$ cat config.mk
export PLATFORM = sky130hd
export DESIGN_NAME = cla_acc64
export DESIGN_NICKNAME = d
export VERILOG_FILES = /design/src/rtl/cla_acc_pkg.sv /design/src/rtl/CLA_64_bit.sv /design/src/rtl/cla_acc_outreg.sv /design/src/rtl/cla_acc64.sv
export SDC_FILE = /design/constraint.sdc
export NUM_CORES = 1
export LEC_CHECK = 0
export CAP_MARGIN = 10
export CORE_ASPECT_RATIO = 1.2
export CORE_UTILIZATION = 50
export DETAILED_ROUTE_END_ITERATION = 10
export PLACE_DENSITY = 0.84
export SLEW_MARGIN = 30
export SYNTH_ARGS = -nofsm -noshare
export SYNTH_HDL_FRONTEND = slang
export SYNTH_SLANG_ARGS = --single-unit
$ cat constraint.sdc
create_clock -name clk -period 3.55 [get_ports clk]
set_clock_uncertainty 0.15 [all_clocks]
set_input_delay 0.355 -clock clk [delete_from_list [all_inputs] [get_ports clk]]
set_output_delay 0.355 -clock clk [all_outputs]
set_load 0.02 [all_outputs]
$ cat src/rtl/cla_acc_pkg.sv
// Shared types and helpers for the cla_acc64 streaming accumulator.
// Optional double-buffered output is selected with CLA_ACC_DBUF_EN.
package cla_acc_pkg;

    localparam int N_WIDTH = 64;

    typedef enum logic {
        ACCUM = 1'b0,
        HOLD  = 1'b1
    } state_t;

    function automatic logic sovf_det(
        input logic a_msb,
        input logic b_msb,
        input logic r_msb
    );
        return (a_msb == b_msb) && (r_msb != a_msb);
    endfunction

endpackage

$ cat src/rtl/CLA_64_bit.sv
// 64-bit three-level carry-lookahead adder (4-bit groups).
// Group propagate/generate of the full word are exposed as pout/gout.
module CLA_64_bit (
    input  logic [63:0] input1,
    input  logic [63:0] input2,
    input  logic        cin,
    output logic [63:0] result,
    output logic        cout,
    output logic        pout,
    output logic        gout
);

    logic [63:0] g, p, c;
    logic [15:0] g1, p1, c1;
    logic [3:0]  g2, p2, c2;

    function automatic logic [3:0] la4(
        input logic [3:0] gi,
        input logic [3:0] pi,
        input logic       ci
    );
        logic [3:0] r;
        r[0] = ci;
        r[1] = gi[0] | (pi[0] & ci);
        r[2] = gi[1] | (pi[1] & gi[0])
             | (pi[1] & pi[0] & ci);
        r[3] = gi[2] | (pi[2] & gi[1])
             | (pi[2] & pi[1] & gi[0])
             | (pi[2] & pi[1] & pi[0] & ci);
        return r;
    endfunction

    function automatic logic gg(
        input logic [3:0] gi,
        input logic [3:0] pi
    );
        return gi[3] | (pi[3] & gi[2])
             | (pi[3] & pi[2] & gi[1])
             | (pi[3] & pi[2] & pi[1] & gi[0]);
    endfunction

    assign g = input1 & input2;
    assign p = input1 ^ input2;

    for (genvar j = 0; j < 16; j++) begin : g_lvl1
        assign g1[j]      = gg(g[4*j+:4], p[4*j+:4]);
        assign p1[j]      = &p[4*j+:4];
        assign c[4*j+:4]  = la4(g[4*j+:4], p[4*j+:4], c1[j]);
    end

    for (genvar k = 0; k < 4; k++) begin : g_lvl2
        assign g2[k]      = gg(g1[4*k+:4], p1[4*k+:4]);
        assign p2[k]      = &p1[4*k+:4];
        assign c1[4*k+:4] = la4(g1[4*k+:4], p1[4*k+:4], c2[k]);
    end

    assign gout   = gg(g2, p2);
    assign pout   = &p2;
    assign c2     = la4(g2, p2, cin);
    assign cout   = gout | (pout & cin);
    assign result = p ^ c;

endmodule

$ cat src/rtl/cla_acc_outreg.sv
// Result register with valid/ready handshake for cla_acc64.
// Holds two entries when CLA_ACC_DBUF_EN is defined, else one.
module cla_acc_outreg
    import cla_acc_pkg::*;
#(
    parameter int N  = N_WIDTH,
    parameter int CW = 16
) (
    input  logic          clk,
    input  logic          rst_n,
    input  logic          load,
    input  logic [N-1:0]  ld_sum,
    input  logic [CW-1:0] ld_count,
    input  logic          ld_uwrap,
    input  logic          ld_sovf,
    input  logic          out_ready,
    output logic          out_valid,
    output logic [N-1:0]  out_sum,
    output logic [CW-1:0] out_count,
    output logic          out_uwrap,
    output logic          out_sovf
);

    logic pop;

    assign pop = out_valid & out_ready;

`ifdef CLA_ACC_DBUF_EN
    logic          v1;
    logic [N-1:0]  s1;
    logic [CW-1:0] n1;
    logic          u1, o1;

    // Entry 1 is the waiting packet; it slides forward on a pop.
    always_ff @(posedge clk or negedge rst_n) begin
        if (!rst_n) begin
            out_valid <= 1'b0;
            out_sum   <= '0;
            out_count <= '0;
            out_uwrap <= 1'b0;
            out_sovf  <= 1'b0;
            v1        <= 1'b0;
            s1        <= '0;
            n1        <= '0;
            u1        <= 1'b0;
            o1        <= 1'b0;
        end else if (pop && v1) begin
            out_sum   <= s1;
            out_count <= n1;
            out_uwrap <= u1;
            out_sovf  <= o1;
            v1        <= 1'b0;
        end else if (load && out_valid && !pop) begin
            s1 <= ld_sum;
            n1 <= ld_count;
            u1 <= ld_uwrap;
            o1 <= ld_sovf;
            v1 <= 1'b1;
        end else if (load) begin
            out_valid <= 1'b1;
            out_sum   <= ld_sum;
            out_count <= ld_count;
            out_uwrap <= ld_uwrap;
            out_sovf  <= ld_sovf;
        end else if (pop) begin
            out_valid <= 1'b0;
        end
    end
`else
    always_ff @(posedge clk or negedge rst_n) begin
        if (!rst_n) begin
            out_valid <= 1'b0;
            out_sum   <= '0;
            out_count <= '0;
            out_uwrap <= 1'b0;
            out_sovf  <= 1'b0;
        end else if (load) begin
            out_valid <= 1'b1;
            out_sum   <= ld_sum;
            out_count <= ld_count;
            out_uwrap <= ld_uwrap;
            out_sovf  <= ld_sovf;
        end else if (pop) begin
            out_valid <= 1'b0;
        end
    end
`endif

endmodule

$ cat src/rtl/cla_acc64.sv
// Streaming multi-operand accumulator around CLA_64_bit.
// Define CLA_ACC_DBUF_EN to accumulate while a result waits.
module cla_acc64
    import cla_acc_pkg::*;
#(
    parameter int N  = N_WIDTH,
    parameter int CW = 16
) (
    input  logic          clk,
    input  logic          rst_n,
    input  logic          in_valid,
    output logic          in_ready,
    input  logic [N-1:0]  in_data,
    input  logic          in_sub,
    input  logic          in_last,
    output logic          out_valid,
    input  logic          out_ready,
    output logic [N-1:0]  out_sum,
    output logic [CW-1:0] out_count,
    output logic          out_uwrap,
    output logic          out_sovf
);

    state_t        state, state_n;
    logic [N-1:0]  acc, op2, res;
    logic [CW-1:0] cnt, cnt_n;
    logic          uwrap, sovf;
    logic          uwrap_n, sovf_n;
    logic          cout, accept, load, block;
    logic          pout_unused, gout_unused;

    assign op2 = in_sub ? ~in_data : in_data;

    CLA_64_bit u_cla (
        .input1 (acc),
        .input2 (op2),
        .cin    (in_sub),
        .result (res),
        .cout   (cout),
        .pout   (pout_unused),
        .gout   (gout_unused)
    );

    assign cnt_n   = (&cnt) ? cnt : cnt + CW'(1);
    assign uwrap_n = uwrap | (cout ^ in_sub);
    assign sovf_n  = sovf
                   | sovf_det(acc[N-1], op2[N-1], res[N-1]);
    assign accept  = in_valid & in_ready;
    assign load    = accept & in_last;

    // Stall input only when no slot will be free for this result.
`ifdef CLA_ACC_DBUF_EN
    assign block = out_valid & ~out_ready;
`else
    assign block = 1'b1;
`endif

    always_ff @(posedge clk or negedge rst_n) begin
        if (!rst_n) begin
            state <= ACCUM;
        end else begin
            state <= state_n;
        end
    end

    always_comb begin
        state_n  = state;
        in_ready = 1'b0;
        unique case (state)
            ACCUM: begin
                in_ready = 1'b1;
                if (load && block) begin
                    state_n = HOLD;
                end
            end
            HOLD: begin
                if (out_ready) begin
                    state_n = ACCUM;
                end
            end
        endcase
    end

    always_ff @(posedge clk or negedge rst_n) begin
        if (!rst_n) begin
            acc   <= '0;
            cnt   <= '0;
            uwrap <= 1'b0;
            sovf  <= 1'b0;
        end else if (load) begin
            acc   <= '0;
            cnt   <= '0;
            uwrap <= 1'b0;
            sovf  <= 1'b0;
        end else if (accept) begin
            acc   <= res;
            cnt   <= cnt_n;
            uwrap <= uwrap_n;
            sovf  <= sovf_n;
        end
    end

    cla_acc_outreg #(
        .N  (N),
        .CW (CW)
    ) u_outreg (
        .clk       (clk),
        .rst_n     (rst_n),
        .load      (load),
        .ld_sum    (res),
        .ld_count  (cnt_n),
        .ld_uwrap  (uwrap_n),
        .ld_sovf   (sovf_n),
        .out_ready (out_ready),
        .out_valid (out_valid),
        .out_sum   (out_sum),
        .out_count (out_count),
        .out_uwrap (out_uwrap),
        .out_sovf  (out_sovf)
    );

endmodule

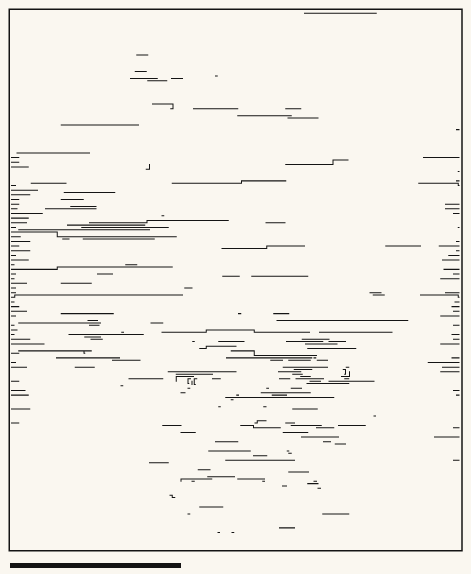
**Above:** metal 3.
The bar under the picture is 50 um long.
- main direction: horizontal
- longest straight run: 49.0 um
- share of all routed wire: 5.8%
- wire length on this layer: 1,640 um
- nets with wire on the layer: 169
vias post-DR: 9,092
global routing usage on met3: 5.67%
DRT Wirelength: 28.0 mm

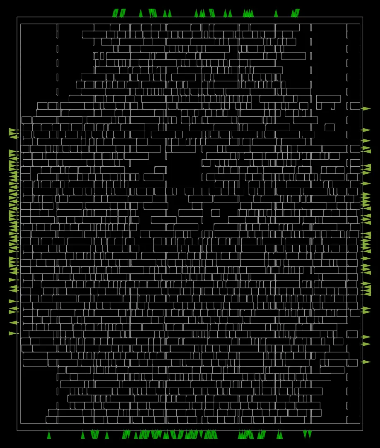
**Above:** placement view.
flop share of the area: 30.0%
Seq cells: 166

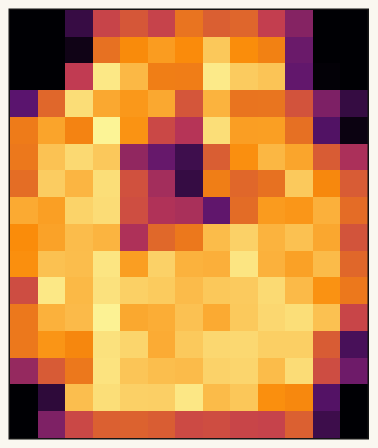
**Above:** local utilization.
The die is cut into 13 by 16 equal tiles; black is low, pale yellow is high, 0 to 100% covered.
- mean over tiles: 65%
- fullest tile: 98%
- tiles over 75% full: 50%
- nearly empty tiles: 7.7%
core area: 19,700 um^2
Util after Layout: 70.4%

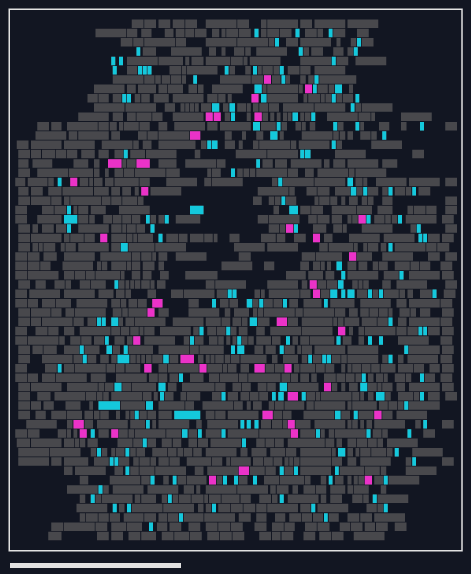
**Above:** gate families picked out.
The bar under the picture is 50 um long.
- and/or cells: magenta (cells 40)
- nand cells: cyan (cells 190; where spread over the die)

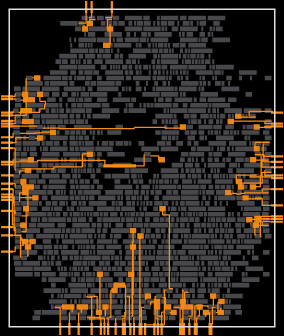
**Above:** I/O nets highlighted.
- `in_data`: orange (bits 64; direction input; edge 26 bottom, 22 left, 13 right, 3 top; end cells 65; buffers 65; wire 1,400 um)
IO Port Bufs: 153
Top Ports: 154

==> flow_metrics.py <==
# Flow results
metrics = {
    "synth": {
        "syn-instance-count": 1073,
        "synth_stat.cells": 1073,
        "yosysChipArea_um2": 10100,
        "synth_cell_types": 70,
        "yosysWarnings": 0,
        "fa_ha_area_share_pct": 11.0,
        "syn_area_um2": 10100,
        "synth-edff-count": 0,
        "muxShareOfSynthArea_pct": 2.13,
        "top_cells_by_area": "dfrtp_1 41%, ha_1 8.1%, xor2_1 7.4%, nand2_1 5.7%, o21ai_0 5.4%",
        "ys_sh_aoi_pct": 18.0,
        "async_flop_share_pct": 100,
        "avgSynthCellArea_um2": 9.41,
        "netlist.area_leader.share_pct": 41.1,
        "ys.flops": 166,
        "ff_type": "dfrtp_1",
        "ys_sh_simple_pct": 14.0,
        "top_area_cell": "dfrtp_1",
        "topCombFamilyByArea": "AND-OR/OR-AND gates",
        "fp_nets": 1223,
        "synthXorXnorAreaFrac_pct": 9.89,
        "ys_seq_share_pct": 41.1,
    },
    "layout": {
        "final_area_um2": 13900,
        "layout.cells.non_filler": 1619,
        "area_growth_pct": 37.2,
        "antenna_cells": 0,
        "final_layout_top_logic_cells": "166 x dfrtp_1, 151 x nand2_1, 141 x clkdlybuf4s50_1, 140 x buf_4, 99 x o21ai_0",
        "drive_above_1_share_pct": 18.1,
        "nFillCells": 1349,
        "num-nets-final": 1495,
        "layout_top_cell": "dfrtp_1",
    },
    "clocking": {
        "cts.sinks": 166,
        "clockBufferDepth": 2,
        "clkTransAtPathRegs_ns": 0.07,
        "cts-htree-levels": 4,
        "cts_tree": "built",
        "cts_root_buf": "clkbuf_16",
        "worstSkewPairLatency_ns": 0.44,
        "numCtsBuffers": 17,
    },
    "final_timing": {
        "fin_crit_ns": 3.55,
        "fmax_mhz": 282,
        "setup_ws_ns": 0.00145,
        "fin_tns_setup_ns": 0,
        "timing.final.crit_share_pct": 100,
        "drv_slew": 0,
        "relSlewSlack_pct": 56.0,
        "finalSetupViolCount": 0,
        "hold_viol_final": 0,
        "rsz0062_at_grt": "yes",
        "whs_ns": 0.248,
        "tightest_slew_ns": 0.661,
    },
    "grt": {
        "grt_usage_pct": 27.5,
        "grt_pass1_wl_mm": 45.3,
        "first_global_vias": 9486,
        "overflow": 0,
        "antenna_found_initial": 1,
        "grt_max_degree": 123,
    },
    "power_and_ir_drop": {
        "power.group.top": "combinational logic",
        "p_total_uw": 11400,
        "p_comb_uw": 6360,
        "p_sw_uw": 4610,
        "peakVddDrop_mv": 0.462,
        "internal_power_uw": 6810,
        "p_leak_uw": 0.00633,
        "powerDensity_nw_per_um2": 824,
        "p_clk_uw": 1940,
        "swShare_pct": 40.4,
        "p_clk_share_pct": 17.0,
        "seqPwrFrac_pct": 27.3,
        "pg_seq_uw": 3120,
        "combPwrFrac_pct": 55.7,
    },
    "floorplanning": {
        "fp-utilization_pct": 51.3,
        "row_count": 56,
        "chipArea_um2": 20800,
        "die-width_um": 132,
        "die_h_um": 158,
    },
    "placed_design": {
        "hpwl_mm": 19.1,
        "place.gp.congestion": 0.855,
        "place_inst": 1569,
        "dp_slack_ns": -0.503,
        "place_area_um2": 12900,
    },
    "worst_setup_path": {
        "r2r_cells": 12,
        "crit_start": "in_data[42]",
        "cp.required_ns": 3.76,
        "cp_max_fo": 3,
        "arrival_ns": 3.76,
        "r2r_end": "acc[40]",
        "r2r_start": "acc[5]",
        "rrSetupSlack_ns": 0.12,
        "critPathLaunchType": "primary input",
        "crit_type": "in -> reg",
        "worstSetupEndpoint": "acc[60]",
        "endpoint_kind": "flop",
    },
    "run": {
        "drv_cap": 0,
        "warnings": 30,
    },
    "min_path": {
        "min_to": "state",
        "worstHoldPathType": "in -> reg",
        "hold_start": "in_last",
        "hold_depth": 3,
    },
    "drt": {
        "drtIter0Drc": 500,
        "wire_per_inst_um": 17.3,
        "routed_via_density": 5.62,
        "ant_nets": 0,
        "dr.pass1.iters": 5,
        "drc": 0,
    },
    "outcome": {
        "status": "finished clean",
    },
}
repair_timing:
action / CTS / global route
endpoints found under the setup margin: 4 / 17
pin swaps: 15 / 11
buffers inserted: 8 / 8
gates resized: 10 / 30
cloned: 0 / 1
hold buffers: 1 / 0
endpoints found under the hold margin: 67 / 0
area by class of cell:
class                   count  area, um^2  area share (%)
clock buffers              18         429            3.10
clock inverters            14         175            1.26
inverters                  51         191            1.38
multi-input cells         808        5840            42.2
flip-flops and latches    166        4150            30.0
well taps                 261         327            2.36
repair buffers            301        2730            19.7
registers in the layout, summed over array words and instances, names as in the netlist:
signal / flops
cnt: 16
state: 1
sovf: 1
u_outreg.out_sovf: 1
u_outreg.out_sum: 64
uwrap: 1
u_outreg.out_count: 16
u_outreg.out_valid: 1
u_outreg.out_uwrap: 1
acc: 64
cell usage after synthesis (9+ instances only):
cell and n:
nand2_1 154, o21ai_0 108, nor2_1 58, nand4_1 15, o21ai_1 9, or3_1 18
dfrtp_1 166, xor2_1 85, xnor2_1 29, a31oi_1 10, a21oi_1 51, fa_1 15
ha_1 65, inv_1 51, a22o_1 16, nand3_1 17, clkbuf_1 42, mux2_2 12
nor3_1 15, o31ai_1 19
worst max-delay path, cell delays in order:
cell             delay, ns
clkdlybuf4s50_1       0.47
xor2_1                0.31
ha_1                  0.34
and4_1                0.20
and2_1                0.18
a221oi_4              0.29
a21oi_2               0.12
a31oi_4               0.22
a21oi_4               0.09
nor2_4                0.13
o21ai_2               0.07
a21oi_2               0.15
fa_1                  0.43
or3_1                 0.31
o21ai_1               0.09
per-layer routing:
metal,share of wire (%),vias to the layer above,global-route usage [%]
met3,5.8,78,5.67
met4,3.6,2,13.2
met5,0.050,-,0
li1,-,4301,-
met2,49,318,47.7
met1,41,4393,32.6
